===== src/rtl/display_scan_ctrl_pkg.sv =====
// display_scan_ctrl_pkg: shared digit constants, FSM encoding and display data type
package display_scan_ctrl_pkg;
    localparam int NUM_DIGITS = 4;
    localparam int BCD_W = 4;
    typedef enum logic [1:0] {ST_IDLE, ST_BLANK, ST_SHOW} state_t;
    typedef struct packed {
        logic [NUM_DIGITS*BCD_W-1:0] digits;
        logic [NUM_DIGITS-1:0]       dp;
    } disp_t;
endpackage


===== src/rtl/display_scan_ctrl_dwell_timer.sv =====
// dwell_timer: loadable down-counter with terminal-count flag and synchronous clear
module dwell_timer #(
    parameter int W = 8
) (
    input  logic         i_clk,
    input  logic         i_rst_n,
    input  logic         i_clr,
    input  logic         i_load,
    input  logic [W-1:0] i_val,
    output logic         o_tc
);
    logic [W-1:0] cnt;
    always_ff @(posedge i_clk or negedge i_rst_n)
        if (!i_rst_n) cnt <= '0;
        else if (i_clr) cnt <= '0;
        else if (i_load) cnt <= i_val;
        else if (cnt != '0) cnt <= cnt - 1'b1;
    assign o_tc = cnt == '0;
endmodule


===== src/rtl/display_scan_ctrl.sv =====
// display_scan_ctrl: 4-digit seven-segment scan controller with blank gap and double-buffered data
module display_scan_ctrl
    import display_scan_ctrl_pkg::*;
#(
    parameter int SHOW_CYCLES  = 25000,
    parameter int BLANK_CYCLES = 500
) (
    input  logic        i_clk,
    input  logic        i_rst_n,
    input  logic        i_run,
    input  logic        i_load,
    input  logic [15:0] i_digits,
    input  logic [3:0]  i_dp,
    output logic [1:0]  o_sel,
    output logic        o_ena,
    output logic [3:0]  o_bcd,
    output logic        o_dp,
    output logic        o_frame
);
    localparam int MAXC = SHOW_CYCLES > BLANK_CYCLES ? SHOW_CYCLES : BLANK_CYCLES;
    localparam int CW = $clog2(MAXC + 1);
    state_t state, nstate;
    logic [1:0] idx, nidx;
    logic tload, clr, tc, frame, pend, npend;
    logic [CW-1:0] tval;
    disp_t pending, shadow, nshadow, incoming;
    assign incoming = {i_digits, i_dp};
    dwell_timer #(.W(CW)) u_timer (
        .i_clk(i_clk), .i_rst_n(i_rst_n), .i_clr(clr), .i_load(tload), .i_val(tval), .o_tc(tc)
    );
    // Timer is loaded with N-1 on state entry so each state lasts exactly N cycles.
    always_comb begin
        nstate = state;
        nidx = idx;
        tload = 1'b0;
        tval = CW'(BLANK_CYCLES - 1);
        clr = 1'b0;
        frame = 1'b0;
        if (!i_run) begin
            nstate = ST_IDLE;
            nidx = '0;
            clr = 1'b1;
        end else begin
            case (state)
                ST_IDLE: begin
                    nstate = ST_BLANK;
                    tload = 1'b1;
                end
                ST_BLANK: if (tc) begin
                    nstate = ST_SHOW;
                    tload = 1'b1;
                    tval = CW'(SHOW_CYCLES - 1);
                end
                default: if (tc) begin
                    nstate = ST_BLANK;
                    nidx = idx + 2'd1;
                    tload = 1'b1;
                    frame = idx == 2'd3;
                end
            endcase
        end
    end
    // A load at a frame boundary or while idle bypasses the pending buffer.
    always_comb begin
        nshadow = shadow;
        npend = pend;
        if (i_load && (state == ST_IDLE || frame)) begin
            nshadow = incoming;
            npend = 1'b0;
        end else if (i_load) npend = 1'b1;
        else if (frame && pend) begin
            nshadow = pending;
            npend = 1'b0;
        end
    end
    always_ff @(posedge i_clk or negedge i_rst_n)
        if (!i_rst_n) begin
            state <= ST_IDLE;
            idx <= '0;
            pending <= '0;
            shadow <= '0;
            pend <= 1'b0;
            o_sel <= '0;
            o_ena <= 1'b0;
            o_bcd <= '0;
            o_dp <= 1'b0;
            o_frame <= 1'b0;
        end else begin
            state <= nstate;
            idx <= nidx;
            pending <= i_load ? incoming : pending;
            shadow <= nshadow;
            pend <= npend;
            o_sel <= nidx;
            o_ena <= nstate == ST_SHOW;
            o_bcd <= nshadow.digits[nidx*BCD_W +: BCD_W];
            o_dp <= nshadow.dp[nidx];
            o_frame <= frame;
        end
endmodule


===== config.mk =====
export PLATFORM = sky130hd
export DESIGN_NAME = display_scan_ctrl
export DESIGN_NICKNAME = d
export VERILOG_FILES = /design/src/rtl/display_scan_ctrl_pkg.sv /design/src/rtl/display_scan_ctrl_dwell_timer.sv /design/src/rtl/display_scan_ctrl.sv
export SDC_FILE = /design/constraint.sdc
export NUM_CORES = 1
export LEC_CHECK = 0
export CORE_ASPECT_RATIO = 0.6
export CORE_MARGIN = 10
export CORE_UTILIZATION = 40
export CTS_CLUSTER_SIZE = 24
export DETAILED_ROUTE_END_ITERATION = 16
export MAX_ROUTING_LAYER = met4
export PLACE_DENSITY = 0.65
export SLEW_MARGIN = 20
export SYNTH_ARGS = -nofsm -noshare
export SYNTH_HDL_FRONTEND = slang
export SYNTH_SLANG_ARGS = --single-unit

===== constraint.sdc =====
create_clock -name i_clk -period 2.55 [get_ports i_clk]
set_input_delay 0.255 -clock i_clk [delete_from_list [all_inputs] [get_ports i_clk]]
set_output_delay 0.255 -clock i_clk [all_outputs]
set_load 0.02 [all_outputs]

floorplan.png
Pins as bars on the die edge. Tap cells in grey.
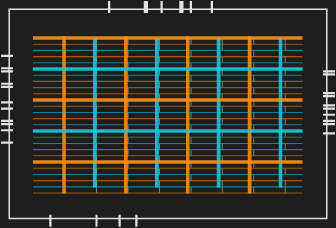
| net | colour |
|---|---|
| VSS | orange |
| VDD | cyan |
met1 rails: 26
signal pins: 33
met5 straps: 5
Die Y-Extent: 91.2 um
die width: 139 um
Worst VDD drop: 407 uV
core area: 8040 um^2

class_map.png
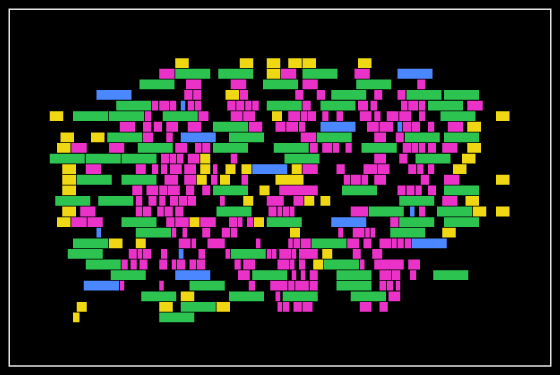
| class | colour | cells | share of their area |
|---|---|---|---|
| registers | green | 67 | 42% |
| remaining logic cells | magenta | 227 | 40% |
| clock drivers and dummy loads | blue | 14 | 6.1% |
| remaining buffers and delay cells | yellow | 52 | 12% |
Rows: 25
sequential share of cell area: 40.8%
post-route cell area: 4110 um^2
Core Util, Final: 51.1%

==> changes_impl.md <==
### Implementation results

- Status: complete, no violations
- Area Growth Syn to Fin: 21.6%
- Root buffer cell: clkbuf_16
- Sequential share of power: 45.0%
- Chip area: 12600 um^2
- Logic pwr share: 17.1%
- Most frequent logic cell in the layout: dfrtp_1
- Cycle use final: 89.8%
- Number of global-route vias before repair: 2524
- Register share after synthesis: 49.6%
- Hpwl dp: 5860 um
- Grt total ovfl: 0
- Int Pwr: 2.06 mW
- Area leader share: 49.6%
- P per Cell Area: 678 nW/um^2
- N_diodes: 0
- Top-count cell post-synth: dfrtp_1
- Clk slew on worst S/H paths: 0.05 ns
- Min cycle time layout: 2.29 ns
- Mux area share: 8.15%
- Worst endpoint required time: 2.76 ns
- Worst slew margin: 43.3%
- Top cell category: flip-flops and latches
- Setup_tns: 0 ns
- Mapped Area: 3380 um^2
- Synth Area per Inst: 10.6 um^2
- Final non-clock buffer share: 11.6%
- CP Class: register to register
- Maximum clock frequency: 437 MHz
- Nets: 383
- R2R depth: 7
- End point of the critical path: o_dp
- Fill count: 725
- Max Cap Viol: 0
- RSZ-0062 raised after global routing: no
- Yosys Instances: 319
- Global-route wire length before repair: 13800 um
- Clock buffers: 14
- Hold crit path type: input pin to asynchronous set/reset pin
- Reg2reg start: u_timer.cnt[9]
- ClkCell Share: 5.94%
- Share of layout cells above drive strength 1: 16.9%
- Adder and majority gate portion of the synthesized area: 0.741%
- Layout Cells excl Fill: 468
- YS warnings: 0
- Unique cell types: 42
- Synth async-reset ratio: 100%
clock_wires.png
Bar = 50 um.
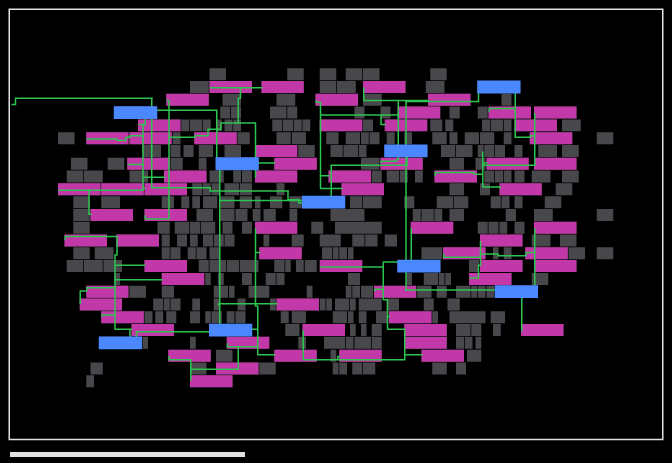
[clock-net drivers] blue | count: 9
[clock wires] green | length: 908 um
[flip-flops] magenta | count: 67
routed clock nets: 10
Power Clock: 1.06 mW
Clock power frac: 37.9%
clk latency late pin: 0.33 ns
Max Clock Skew: 0.00697 ns

layers.png
Bar = 50 um.
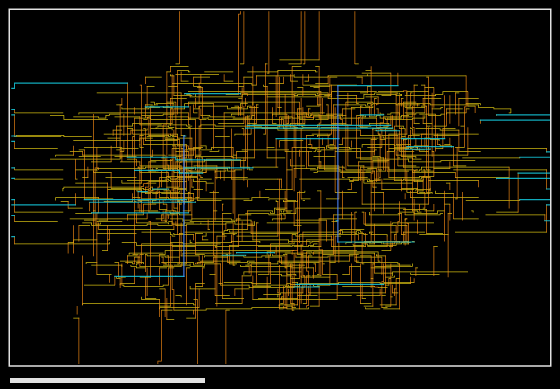
| layer | colour | wire length |
|---|---|---|
| M4 | blue | 76.2 um |
| M3 | cyan | 531 um |
| M1 | yellow | 4470 um |
| M2 | orange | 3290 um |
vias: 2606
total wire length: 8370 um
Overall Global Routing Usage: 13.8%
WL per Instance: 17.9 um

layer usage:
metal	wire length [um]	global-route usage, %
met5	0	-
met4	76	5.28
met3	530	4.26
met2	3290	16.7
met1	4470	20.2
power groups by stage:
stage                     Clock [mW]  Combinational [mW]  Sequential (mW)
after CTS                       1.08               0.478             1.25
after global placement             0               0.469             1.26
after detailed placement           0               0.475             1.27
after global routing            1.13               0.530             1.26
after floorplan                    0               0.296             1.26
final                           1.06               0.476             1.25
per-stage QoR:
stage	util [%]	cell area [um^2]	worst slack [ns]	hold slack, ns
floorplan	-	3380	0.652	-0.0406
global placement	48.0	3860	0.364	0.494
detailed placement	48.0	3860	0.306	0.495
CTS	51.1	4110	0.294	0.159
global route	51.1	4110	0.172	0.194
finish	51.1	4110	0.261	0.125
No activity file was given, so power comes from the tool's default toggle rates.
